**src/rtl/sw_watch_mode_cu_pkg.sv**
```systemverilog
// Shared definitions for the watch/stopwatch mode controller: state encodings,
// field codes, ASCII command bytes and small decode helpers.
package sw_watch_mode_cu_pkg;

  typedef enum logic [2:0] {
    ST_SW      = 3'd0,
    ST_W_RUN   = 3'd1,
    ST_W_SET_H = 3'd2,
    ST_W_SET_M = 3'd3,
    ST_W_SET_S = 3'd4
  } state_e;

  localparam logic [1:0] FLD_NONE = 2'b00;
  localparam logic [1:0] FLD_HOUR = 2'b01;
  localparam logic [1:0] FLD_MIN  = 2'b10;
  localparam logic [1:0] FLD_SEC  = 2'b11;

  // Upper-case command bytes; lower-case input is folded before compare.
  localparam logic [7:0] CMD_G = 8'h47;
  localparam logic [7:0] CMD_S = 8'h53;
  localparam logic [7:0] CMD_C = 8'h43;
  localparam logic [7:0] CMD_M = 8'h4D;
  localparam logic [7:0] CMD_T = 8'h54;
  localparam logic [7:0] CMD_N = 8'h4E;
  localparam logic [7:0] CMD_U = 8'h55;
  localparam logic [7:0] CMD_D = 8'h44;
  localparam logic [7:0] CMD_E = 8'h45;

  function automatic logic [7:0] to_upper(input logic [7:0] b);
    if (b >= 8'h61 && b <= 8'h7A) return b - 8'h20;
    return b;
  endfunction

  function automatic logic is_set(input state_e s);
    return (s == ST_W_SET_H) || (s == ST_W_SET_M) || (s == ST_W_SET_S);
  endfunction

  function automatic logic [1:0] field_of(input state_e s);
    case (s)
      ST_W_SET_H: return FLD_HOUR;
      ST_W_SET_M: return FLD_MIN;
      ST_W_SET_S: return FLD_SEC;
      default:    return FLD_NONE;
    endcase
  endfunction

  // Field sequence H -> M -> S -> back to running watch.
  function automatic state_e next_field(input state_e s);
    case (s)
      ST_W_SET_H: return ST_W_SET_M;
      ST_W_SET_M: return ST_W_SET_S;
      default:    return ST_W_RUN;
    endcase
  endfunction

endpackage

```
**src/rtl/sw_watch_mode_cu_if.sv**
```systemverilog
// Button/UART inputs and stopwatch/watch control outputs of the mode controller.
// slave = the controller, master = whatever drives the buttons and UART.
interface sw_watch_mode_cu_if;
  logic       i_btn_mode;
  logic       i_btn_a;
  logic       i_btn_b;
  logic       i_btn_c;
  logic [7:0] uart_rx;
  logic       uart_rx_done;
  logic       o_sel_watch;
  logic       o_sw_runstop;
  logic       o_sw_clear;
  logic [7:0] o_sw_rx;
  logic       o_sw_rx_done;
  logic       o_w_set;
  logic [1:0] o_w_field;
  logic       o_w_inc;
  logic       o_w_dec;
  logic       o_blink;

  modport master (
    output i_btn_mode, i_btn_a, i_btn_b, i_btn_c, uart_rx, uart_rx_done,
    input  o_sel_watch, o_sw_runstop, o_sw_clear, o_sw_rx, o_sw_rx_done,
           o_w_set, o_w_field, o_w_inc, o_w_dec, o_blink
  );

  modport slave (
    input  i_btn_mode, i_btn_a, i_btn_b, i_btn_c, uart_rx, uart_rx_done,
    output o_sel_watch, o_sw_runstop, o_sw_clear, o_sw_rx, o_sw_rx_done,
           o_w_set, o_w_field, o_w_inc, o_w_dec, o_blink
  );
endinterface

```
**src/rtl/sw_watch_mode_cu_set_timer.sv**
```systemverilog
// Inactivity timeout and digit-blink timers for the watch set states.
// Both are down-counters that reload on their clear and fire at zero.
module sw_watch_mode_cu_set_timer #(
  parameter int TIMEOUT_CYC = 500_000_000,
  parameter int BLINK_CYC   = 25_000_000
) (
  input  logic clk,
  input  logic rst,
  input  logic en,
  input  logic clr,
  input  logic fld_clr,
  output logic timeout,
  output logic blink
);

  localparam int TW = (TIMEOUT_CYC > 1) ? $clog2(TIMEOUT_CYC) : 1;
  localparam int BW = (BLINK_CYC > 1) ? $clog2(BLINK_CYC) : 1;
  localparam logic [TW-1:0] TO_LOAD = TW'(TIMEOUT_CYC - 1);
  localparam logic [BW-1:0] BL_LOAD = BW'(BLINK_CYC - 1);

  logic [TW-1:0] to_cnt;
  logic [BW-1:0] bl_cnt;

  assign timeout = en && (to_cnt == '0);

  // Timeout count: reload on entry/accepted event, then count down and hold at zero.
  always_ff @(posedge clk or posedge rst) begin
    if (rst)                      to_cnt <= '0;
    else if (clr)                 to_cnt <= TO_LOAD;
    else if (en && to_cnt != '0)  to_cnt <= to_cnt - TW'(1);
  end

  // Blink half-period count: restart lit on field change, toggle at terminal count.
  always_ff @(posedge clk or posedge rst) begin
    if (rst) begin
      bl_cnt <= '0;
      blink  <= 1'b1;
    end else if (fld_clr) begin
      bl_cnt <= BL_LOAD;
      blink  <= 1'b1;
    end else if (en) begin
      if (bl_cnt == '0) begin
        bl_cnt <= BL_LOAD;
        blink  <= ~blink;
      end else begin
        bl_cnt <= bl_cnt - BW'(1);
      end
    end
  end

endmodule

```
**src/rtl/sw_watch_mode_cu.sv**
```systemverilog
// Mode controller: shares buttons and UART commands between the stopwatch
// control unit and the watch time-set sequence.
//
//  state      | meaning
//  -----------+-----------------------------------------------------------
//  ST_SW      | stopwatch selected; buttons/bytes go to stopwatch control
//  ST_W_RUN   | watch displayed and running
//  ST_W_SET_H | setting hours (watch counters held)
//  ST_W_SET_M | setting minutes
//  ST_W_SET_S | setting seconds
module sw_watch_mode_cu
  import sw_watch_mode_cu_pkg::*;
#(
  parameter int TIMEOUT_CYC = 500_000_000,
  parameter int BLINK_CYC   = 25_000_000
) (
  input logic              clk,
  input logic              rst,
  sw_watch_mode_cu_if.slave bus
);

  state_e     state_q, state_d;
  logic       runstop_d, clear_d, inc_d, dec_d, rx_done_d, accept;
  logic       timeout, blink, tmr_clr, fld_clr, rx_ev;
  logic [7:0] cmd;

  assign rx_ev = bus.uart_rx_done;
  assign cmd   = to_upper(bus.uart_rx);

  // Next state and pulse decode; events handled highest priority first, the rest dropped.
  always_comb begin
    state_d   = state_q;
    runstop_d = 1'b0;
    clear_d   = 1'b0;
    inc_d     = 1'b0;
    dec_d     = 1'b0;
    rx_done_d = 1'b0;
    accept    = 1'b0;
    case (state_q)
      ST_SW: begin
        if (bus.i_btn_mode)                  state_d = ST_W_RUN;
        else if (bus.i_btn_a)                runstop_d = 1'b1;
        else if (bus.i_btn_b)                clear_d = 1'b1;
        else if (rx_ev && cmd == CMD_M)      state_d = ST_W_RUN;
        else if (rx_ev)                      rx_done_d = 1'b1;
      end
      ST_W_RUN: begin
        if (bus.i_btn_mode)                  state_d = ST_SW;
        else if (bus.i_btn_a)                state_d = ST_W_SET_H;
        else if (rx_ev && cmd == CMD_M)      state_d = ST_SW;
        else if (rx_ev && cmd == CMD_T)      state_d = ST_W_SET_H;
      end
      ST_W_SET_H, ST_W_SET_M, ST_W_SET_S: begin
        accept = 1'b1;
        if (bus.i_btn_mode)                  state_d = ST_SW;
        else if (bus.i_btn_a)                state_d = next_field(state_q);
        else if (bus.i_btn_b)                inc_d = 1'b1;
        else if (bus.i_btn_c)                dec_d = 1'b1;
        else if (rx_ev && cmd == CMD_M)      state_d = ST_SW;
        else if (rx_ev && cmd == CMD_N)      state_d = next_field(state_q);
        else if (rx_ev && cmd == CMD_U)      inc_d = 1'b1;
        else if (rx_ev && cmd == CMD_D)      dec_d = 1'b1;
        else if (rx_ev && cmd == CMD_E)      state_d = ST_W_RUN;
        else begin
          accept = 1'b0;
          if (timeout) state_d = ST_W_RUN;
        end
      end
      default: state_d = ST_SW;
    endcase
  end

  // Timers restart whenever the set sequence is not (or no longer) idle.
  assign tmr_clr = !is_set(state_d) || accept;
  assign fld_clr = !is_set(state_d) || (state_d != state_q);

  sw_watch_mode_cu_set_timer #(
    .TIMEOUT_CYC (TIMEOUT_CYC),
    .BLINK_CYC   (BLINK_CYC)
  ) u_set_timer (
    .clk     (clk),
    .rst     (rst),
    .en      (is_set(state_q)),
    .clr     (tmr_clr),
    .fld_clr (fld_clr),
    .timeout (timeout),
    .blink   (blink)
  );

  // State register.
  always_ff @(posedge clk or posedge rst) begin
    if (rst) state_q <= ST_SW;
    else     state_q <= state_d;
  end

  // Output registers, decoded from the next state so they track state_q exactly.
  always_ff @(posedge clk or posedge rst) begin
    if (rst) begin
      bus.o_sel_watch  <= 1'b0;
      bus.o_sw_runstop <= 1'b0;
      bus.o_sw_clear   <= 1'b0;
      bus.o_sw_rx      <= 8'h00;
      bus.o_sw_rx_done <= 1'b0;
      bus.o_w_set      <= 1'b0;
      bus.o_w_field    <= FLD_NONE;
      bus.o_w_inc      <= 1'b0;
      bus.o_w_dec      <= 1'b0;
    end else begin
      bus.o_sel_watch  <= (state_d != ST_SW);
      bus.o_sw_runstop <= runstop_d;
      bus.o_sw_clear   <= clear_d;
      bus.o_sw_rx      <= bus.uart_rx;
      bus.o_sw_rx_done <= rx_done_d;
      bus.o_w_set      <= is_set(state_d);
      bus.o_w_field    <= field_of(state_d);
      bus.o_w_inc      <= inc_d;
      bus.o_w_dec      <= dec_d;
    end
  end

  assign bus.o_blink = blink;

endmodule

```
**src/flat_wrapper.sv**
```systemverilog
// flat-port wrapper written by rule: the top's interface ports become plain ports
module sw_watch_mode_cu_flat import sw_watch_mode_cu_pkg::*;
#(
  parameter int TIMEOUT_CYC = 500_000_000,
  parameter int BLINK_CYC   = 25_000_000
)
  (clk, rst, bus_i_btn_mode, bus_i_btn_a, bus_i_btn_b, bus_i_btn_c, bus_uart_rx, bus_uart_rx_done, bus_o_sel_watch, bus_o_sw_runstop, bus_o_sw_clear, bus_o_sw_rx, bus_o_sw_rx_done, bus_o_w_set, bus_o_w_field, bus_o_w_inc, bus_o_w_dec, bus_o_blink);
  sw_watch_mode_cu_if bus_i ();
  input logic clk;
  input logic rst;
  input wire logic [$bits(bus_i.i_btn_mode)-1:0] bus_i_btn_mode;
  input wire logic [$bits(bus_i.i_btn_a)-1:0] bus_i_btn_a;
  input wire logic [$bits(bus_i.i_btn_b)-1:0] bus_i_btn_b;
  input wire logic [$bits(bus_i.i_btn_c)-1:0] bus_i_btn_c;
  input wire logic [$bits(bus_i.uart_rx)-1:0] bus_uart_rx;
  input wire logic [$bits(bus_i.uart_rx_done)-1:0] bus_uart_rx_done;
  output wire logic [$bits(bus_i.o_sel_watch)-1:0] bus_o_sel_watch;
  output wire logic [$bits(bus_i.o_sw_runstop)-1:0] bus_o_sw_runstop;
  output wire logic [$bits(bus_i.o_sw_clear)-1:0] bus_o_sw_clear;
  output wire logic [$bits(bus_i.o_sw_rx)-1:0] bus_o_sw_rx;
  output wire logic [$bits(bus_i.o_sw_rx_done)-1:0] bus_o_sw_rx_done;
  output wire logic [$bits(bus_i.o_w_set)-1:0] bus_o_w_set;
  output wire logic [$bits(bus_i.o_w_field)-1:0] bus_o_w_field;
  output wire logic [$bits(bus_i.o_w_inc)-1:0] bus_o_w_inc;
  output wire logic [$bits(bus_i.o_w_dec)-1:0] bus_o_w_dec;
  output wire logic [$bits(bus_i.o_blink)-1:0] bus_o_blink;
  assign bus_i.i_btn_mode = bus_i_btn_mode;
  assign bus_i.i_btn_a = bus_i_btn_a;
  assign bus_i.i_btn_b = bus_i_btn_b;
  assign bus_i.i_btn_c = bus_i_btn_c;
  assign bus_i.uart_rx = bus_uart_rx;
  assign bus_i.uart_rx_done = bus_uart_rx_done;
  assign bus_o_sel_watch = bus_i.o_sel_watch;
  assign bus_o_sw_runstop = bus_i.o_sw_runstop;
  assign bus_o_sw_clear = bus_i.o_sw_clear;
  assign bus_o_sw_rx = bus_i.o_sw_rx;
  assign bus_o_sw_rx_done = bus_i.o_sw_rx_done;
  assign bus_o_w_set = bus_i.o_w_set;
  assign bus_o_w_field = bus_i.o_w_field;
  assign bus_o_w_inc = bus_i.o_w_inc;
  assign bus_o_w_dec = bus_i.o_w_dec;
  assign bus_o_blink = bus_i.o_blink;
  sw_watch_mode_cu #(.TIMEOUT_CYC(TIMEOUT_CYC), .BLINK_CYC(BLINK_CYC)) u_core (.clk(clk), .rst(rst), .bus(bus_i));
endmodule
```
**config.mk**
```make
export PLATFORM = sky130hd
export DESIGN_NAME = sw_watch_mode_cu_flat
export DESIGN_NICKNAME = d
export VERILOG_FILES = /design/src/rtl/sw_watch_mode_cu_pkg.sv /design/src/rtl/sw_watch_mode_cu_if.sv /design/src/rtl/sw_watch_mode_cu_set_timer.sv /design/src/rtl/sw_watch_mode_cu.sv /design/src/flat_wrapper.sv
export SDC_FILE = /design/constraint.sdc
export NUM_CORES = 1
export LEC_CHECK = 0
export ABC_AREA = 1
export CAP_MARGIN = 30
export CORE_MARGIN = 2
export CORE_UTILIZATION = 54
export CTS_CLUSTER_DIAMETER = 60
export DETAILED_ROUTE_END_ITERATION = 16
export HOLD_SLACK_MARGIN = 0.08
export PLACE_DENSITY_LB_ADDON = 0.15
export SLEW_MARGIN = 15
export SYNTH_ARGS = -nofsm -noshare
export SYNTH_HDL_FRONTEND = slang
export SYNTH_HIERARCHICAL = 1
export SYNTH_SLANG_ARGS = --single-unit
export TNS_END_PERCENT = 50
```
**constraint.sdc**
```tcl
create_clock -name clk -period 2.95 [get_ports clk]
set_input_delay 0.59 -clock clk [delete_from_list [all_inputs] [get_ports clk]]
set_output_delay 0.59 -clock clk [all_outputs]
set_load 0.05 [all_outputs]
```
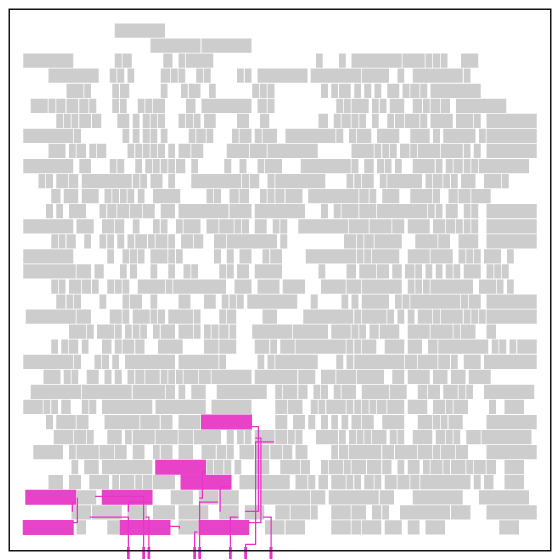
Figure 1: run 1, I/O nets highlighted.
Key: magenta = `bus_o_sw_rx` [bits 8, direction output, edge bottom, end cells 8, wire 155 um]
Port Buffer Count: 32
Ports: 33

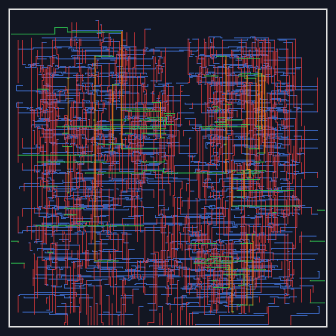
Figure 2: run 1, routed metal, one color a layer.
Key: blue = met1 [wire length 5240 um]; green = met3 [wire length 598 um]; orange = met4 [wire length 397 um]; red = met2 [wire length 6260 um]

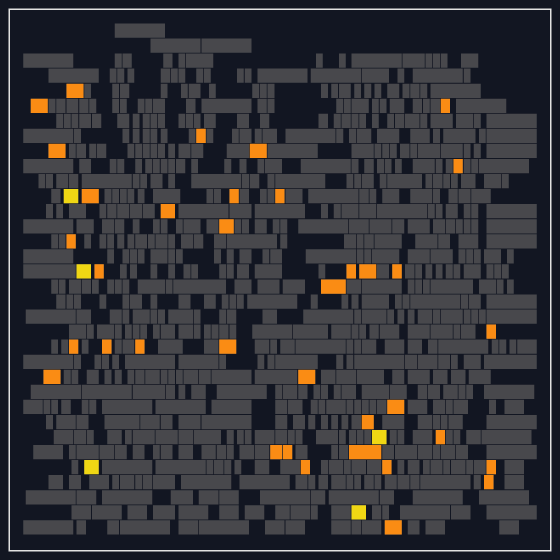
Figure 3: run 1, logic cells by family.
Key: orange = inverting AOI/OAI gates [cells 36]; yellow = AND-OR and OR-AND gates [cells 5]
logic share of the area: 46.0%
dominant logic cell type in the layout: nand2_1
non-filler cells, final: 871

==> qor.csv, run 1 <==
stage,metric,value,unit
floorplan,Rows,34,
pwr,share of power burned in registers,42.1,%
run_status,status,"complete, but fails checks",
critical_path,worst reg2reg path endpoint,u_core/u_set_timer/bl_cnt[9],
floorplan,Core ar.,0.00859,sq mm
job,number of max-cap violations,0,
critical_path,reg-to-reg startpoint,u_core/u_set_timer/to_cnt[9],
sta,final setup margin,-0.291,ns
logic_synthesis,Post-synth EDFFs,0,
global_routing,met2 Use GR,42.1,%
final_layout,Largest register FFs,29,
critical_path,critical-path cell list,buf_8 > inv_1 > ha_4 > a21o_1 > nand3_2 > nand3_4 > nor2_4 > nand4_4 > nor3_1 > o21ai_2 > nand3_1 > nand2_2 > inv_2 > nand3_2 > nor2_4 > clkinv_4 > nand2_4 > buf_6 > nor3_2 > nor3_1,
final_layout,inverters,86,
logic_synthesis,"area leader, netlist",dfrtp_1,
sta,final hold vios,0,
final_layout,Final clock-cell share,2.88,%
final_layout,flop count,75,
min_path,hold depth,1,
clock_network,Post-CTS Hold Fix Bufs,0,
sta,measured slew at the worst slew-check pin,0.778,ns
final_layout,largest class,multi-input combinational cells,
clock_network,number of CTS-inserted buffers,9,
clock_network,H-tree depth,3,
clock_network,CTS tree,yes,
critical_path,critical path class,in2reg,
global_routing,GR peak layer,met2,
logic_synthesis,yosys aoi share,5.67,%
min_path,Hold Crit Endpoint,u_core/bus.o_sw_rx[5],
clock_network,"Reg clk slew, reported paths",0.08,ns
logic_synthesis,mux share of post-synthesis cell area,0,%
sta,# setup viols final,26,
final_layout,buffers outside the clock class,88,
logic_synthesis,Adder Area Share,1.06,%
pwr,clock group power,0.733,mW
logic_synthesis,post-synthesis async set-or-reset flop share,100,%
global_routing,met1 Use GR,32.3,%
placement,GP Congestion,0.981,
sta,Achievable Freq,0.309,GHz
critical_path,WP buf/inv,5,
logic_synthesis,Top non-seq family,simple AND/OR/NAND/NOR gates,
placement,dpl hpwl,8380,um
logic_synthesis,Simple-Gate Area Share,41.5,%
route,Pre-Repair DR Iteration Count,5,
placement,DP Worst Slack,-0.901,ns
logic_synthesis,xor/xnor share,3.89,%
floorplan,die area,0.00952,sq mm
placement,dpl cells,840,
global_routing,first-pass GRT wire length,19800,um
pwr,Sw Pwr,1.04,mW
final_layout,fill count,649,
logic_synthesis,ranking of synthesized cells by area,"dfrtp_1 39%, nand2_1 15%, nor2_1 8.9%",
logic_synthesis,Synth Area per Inst,7.11,sq um
global_routing,grt total ovfl,0,
sta,Max-Slew Margin vs Limit,48.1,%
route,vias,4676,
clock_network,Worst-Skew Late Latency,0.36,ns
floorplan,Core Util at FP,55.0,%
sta,cycle use final,110,%
pwr,Switching Share,36.8,%
critical_path,Worst Setup SP,bus_uart_rx[6],
logic_synthesis,"Cell Area, Synth",0.00473,sq mm
critical_path,worst setup path endpoint,u_core/u_set_timer/bl_cnt[9],
sta,setup TNS,-2.34,ns
critical_path,CP Max Fanout,7,
final_layout,flop share of the area,30.5,%
logic_synthesis,Cell Type Count,42,
critical_path,WP data required,3.19,ns
pwr,leakage,2.84,nW
critical_path,Startpoint Class,primary input,
pwr,PD cells,458,mW/mm^2
final_layout,layout overhead on the synthesized area,30.4,%
final_layout,Reg with most FFs,u_core/u_set_timer/to_cnt,
pwr,total power,2.82,mW
floorplan,Tapcells,108,
pwr,Pwr top,registers,
route,number of DRC markers in iteration 0,261,
global_routing,largest net degree at the start of global routing,39,
run_status,failing checks,negative setup slack,
route,Via density,5.37,
logic_synthesis,Synth top cell by count,nand2_1,
final_layout,logic area,0.00284,sq mm
clock_network,# clock sinks,75,
pwr,sequential power,1.19,mW
final_layout,Nets,778,
critical_path,CP Capture Type,register,
min_path,hold path startpoint,bus_uart_rx[5],
final_layout,Seq. cell area,0.00188,sq mm
sta,max-slew violations,0,
final_layout,Clock Buffer Count,11,
global_routing,GR Util All Layers,25.3,%
critical_path,CP max-delay cell,nor2_4,
logic_synthesis,Max-area cell share,39.2,%
==> run 2, diff against run 1 <==
--- a/config.mk
+++ b/config.mk
@@ -9,7 +9,6 @@
 export CAP_MARGIN = 30
 export CORE_MARGIN = 2
 export CORE_UTILIZATION = 54
-export CTS_CLUSTER_DIAMETER = 60
 export DETAILED_ROUTE_END_ITERATION = 16
 export HOLD_SLACK_MARGIN = 0.08
 export PLACE_DENSITY_LB_ADDON = 0.15
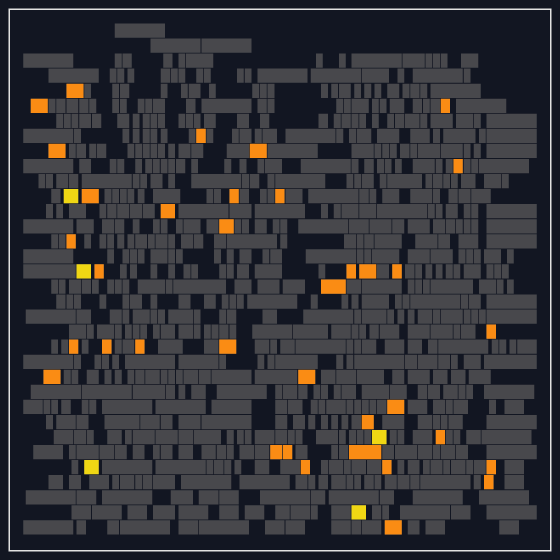
Figure 4: run 2, logic cells by family.
Key: yellow = AND-OR and OR-AND gates [cells 5]; orange = inverting AOI/OAI gates [cells 36]

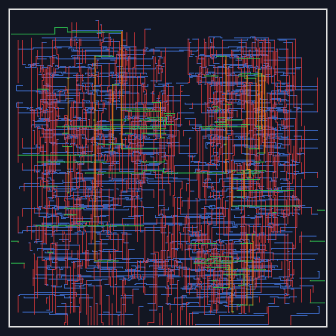
Figure 5: run 2, routed metal, one color a layer.
Key: green = met3 [wire length 598 um]; red = met2 [wire length 6260 um]; blue = met1 [wire length 5240 um]; orange = met4 [wire length 397 um]
Routed WL: 12500 um
GR Util All Layers: 25.3%
wire per inst: 14.3 um

==> run 2 against run 1 <==
Net effect:
- the run still ends with negative setup slack left
- die area unchanged
- cell count is the same
- fmax is the same
- final area is the same
- wire length stayed put
- clock-buffer cell count stayed put
- via count unchanged
- clock skew did not move
- setup slack unchanged
- worst hold slack unchanged
- largest cell class unchanged
- highest routed layer unchanged
==> qor.csv, run 2 <==
stage,metric,value,unit,change
critical_path,Worst Setup SP,bus_uart_rx[6],,
final_layout,Seq. cell area,0.00188,sq mm,unchanged
global_routing,largest net degree at the start of global routing,39,,unchanged
pwr,Pwr top,registers,,
run_status,status,"complete, but fails checks",,
pwr,Switching Share,36.8,%,unchanged
placement,DP Worst Slack,-0.901,ns,unchanged
sta,# setup viols final,26,,unchanged
critical_path,CP Max Fanout,7,,unchanged
logic_synthesis,Adder Area Share,1.06,%,unchanged
pwr,clock group power,0.733,mW,about the same
final_layout,fill count,649,,unchanged
route,Pre-Repair DR Iteration Count,5,,unchanged
pwr,PD cells,458,mW/mm^2,unchanged
clock_network,H-tree depth,3,,unchanged
logic_synthesis,Synth Area per Inst,7.11,sq um,unchanged
floorplan,Core Util at FP,55.0,%,unchanged
route,Via density,5.37,,unchanged
sta,measured slew at the worst slew-check pin,0.778,ns,unchanged
clock_network,Worst-Skew Late Latency,0.36,ns,about the same
critical_path,Startpoint Class,primary input,,
global_routing,GR peak layer,met2,,
sta,cycle use final,110,%,unchanged
global_routing,met2 Use GR,42.1,%,unchanged
pwr,sequential power,1.19,mW,about the same
final_layout,largest class,multi-input combinational cells,,
route,vias,4676,,unchanged
final_layout,Reg with most FFs,u_core/u_set_timer/to_cnt,,
final_layout,inverters,86,,unchanged
final_layout,logic share of the area,46.0,%,unchanged
logic_synthesis,Post-synth EDFFs,0,,unchanged
pwr,total power,2.82,mW,unchanged
critical_path,critical-path cell list,buf_8 > inv_1 > ha_4 > a21o_1 > nand3_2 > nand3_4 > nor2_4 > nand4_4 > nor3_1 > o21ai_2 > nand3_1 > nand2_2 > inv_2 > nand3_2 > nor2_4 > clkinv_4 > nand2_4 > buf_6 > nor3_2 > nor3_1,,
min_path,hold path startpoint,bus_uart_rx[5],,
final_layout,dominant logic cell type in the layout,nand2_1,,
logic_synthesis,Cell Type Count,42,,unchanged
logic_synthesis,"Cell Area, Synth",0.00473,sq mm,unchanged
final_layout,logic area,0.00284,sq mm,unchanged
logic_synthesis,ranking of synthesized cells by area,"dfrtp_1 39%, nand2_1 15%, nor2_1 8.9%",,
floorplan,Core ar.,0.00859,sq mm,unchanged
clock_network,CTS tree,yes,,
logic_synthesis,yosys aoi share,5.67,%,unchanged
placement,GP Congestion,0.981,,unchanged
final_layout,Clock Buffer Count,11,,unchanged
logic_synthesis,Simple-Gate Area Share,41.5,%,unchanged
sta,max-slew violations,0,,unchanged
sta,final hold vios,0,,unchanged
floorplan,Rows,34,,unchanged
final_layout,"non-filler cells, final",871,,unchanged
placement,dpl hpwl,8380,um,unchanged
placement,Port Buffer Count,32,,unchanged
logic_synthesis,mux share of post-synthesis cell area,0,%,unchanged
sta,setup TNS,-2.34,ns,unchanged
pwr,share of power burned in registers,42.1,%,about the same
final_layout,buffers outside the clock class,88,,unchanged
route,number of DRC markers in iteration 0,261,,unchanged
logic_synthesis,"area leader, netlist",dfrtp_1,,
critical_path,worst setup path endpoint,u_core/u_set_timer/bl_cnt[9],,
final_layout,flop count,75,,unchanged
run_status,failing checks,negative setup slack,,
sta,final setup margin,-0.291,ns,unchanged
logic_synthesis,xor/xnor share,3.89,%,unchanged
clock_network,"Reg clk slew, reported paths",0.08,ns,about the same
floorplan,Tapcells,108,,unchanged
min_path,Hold Crit Endpoint,u_core/bus.o_sw_rx[5],,
final_layout,flop share of the area,30.5,%,unchanged
floorplan,die area,0.00952,sq mm,unchanged
clock_network,# clock sinks,75,,unchanged
floorplan,Ports,33,,unchanged
critical_path,WP buf/inv,5,,unchanged
min_path,hold depth,1,,unchanged
final_layout,Final clock-cell share,2.88,%,unchanged
global_routing,met1 Use GR,32.3,%,unchanged
global_routing,first-pass GRT wire length,19800,um,unchanged
Power and IR drop assume default switching activity.
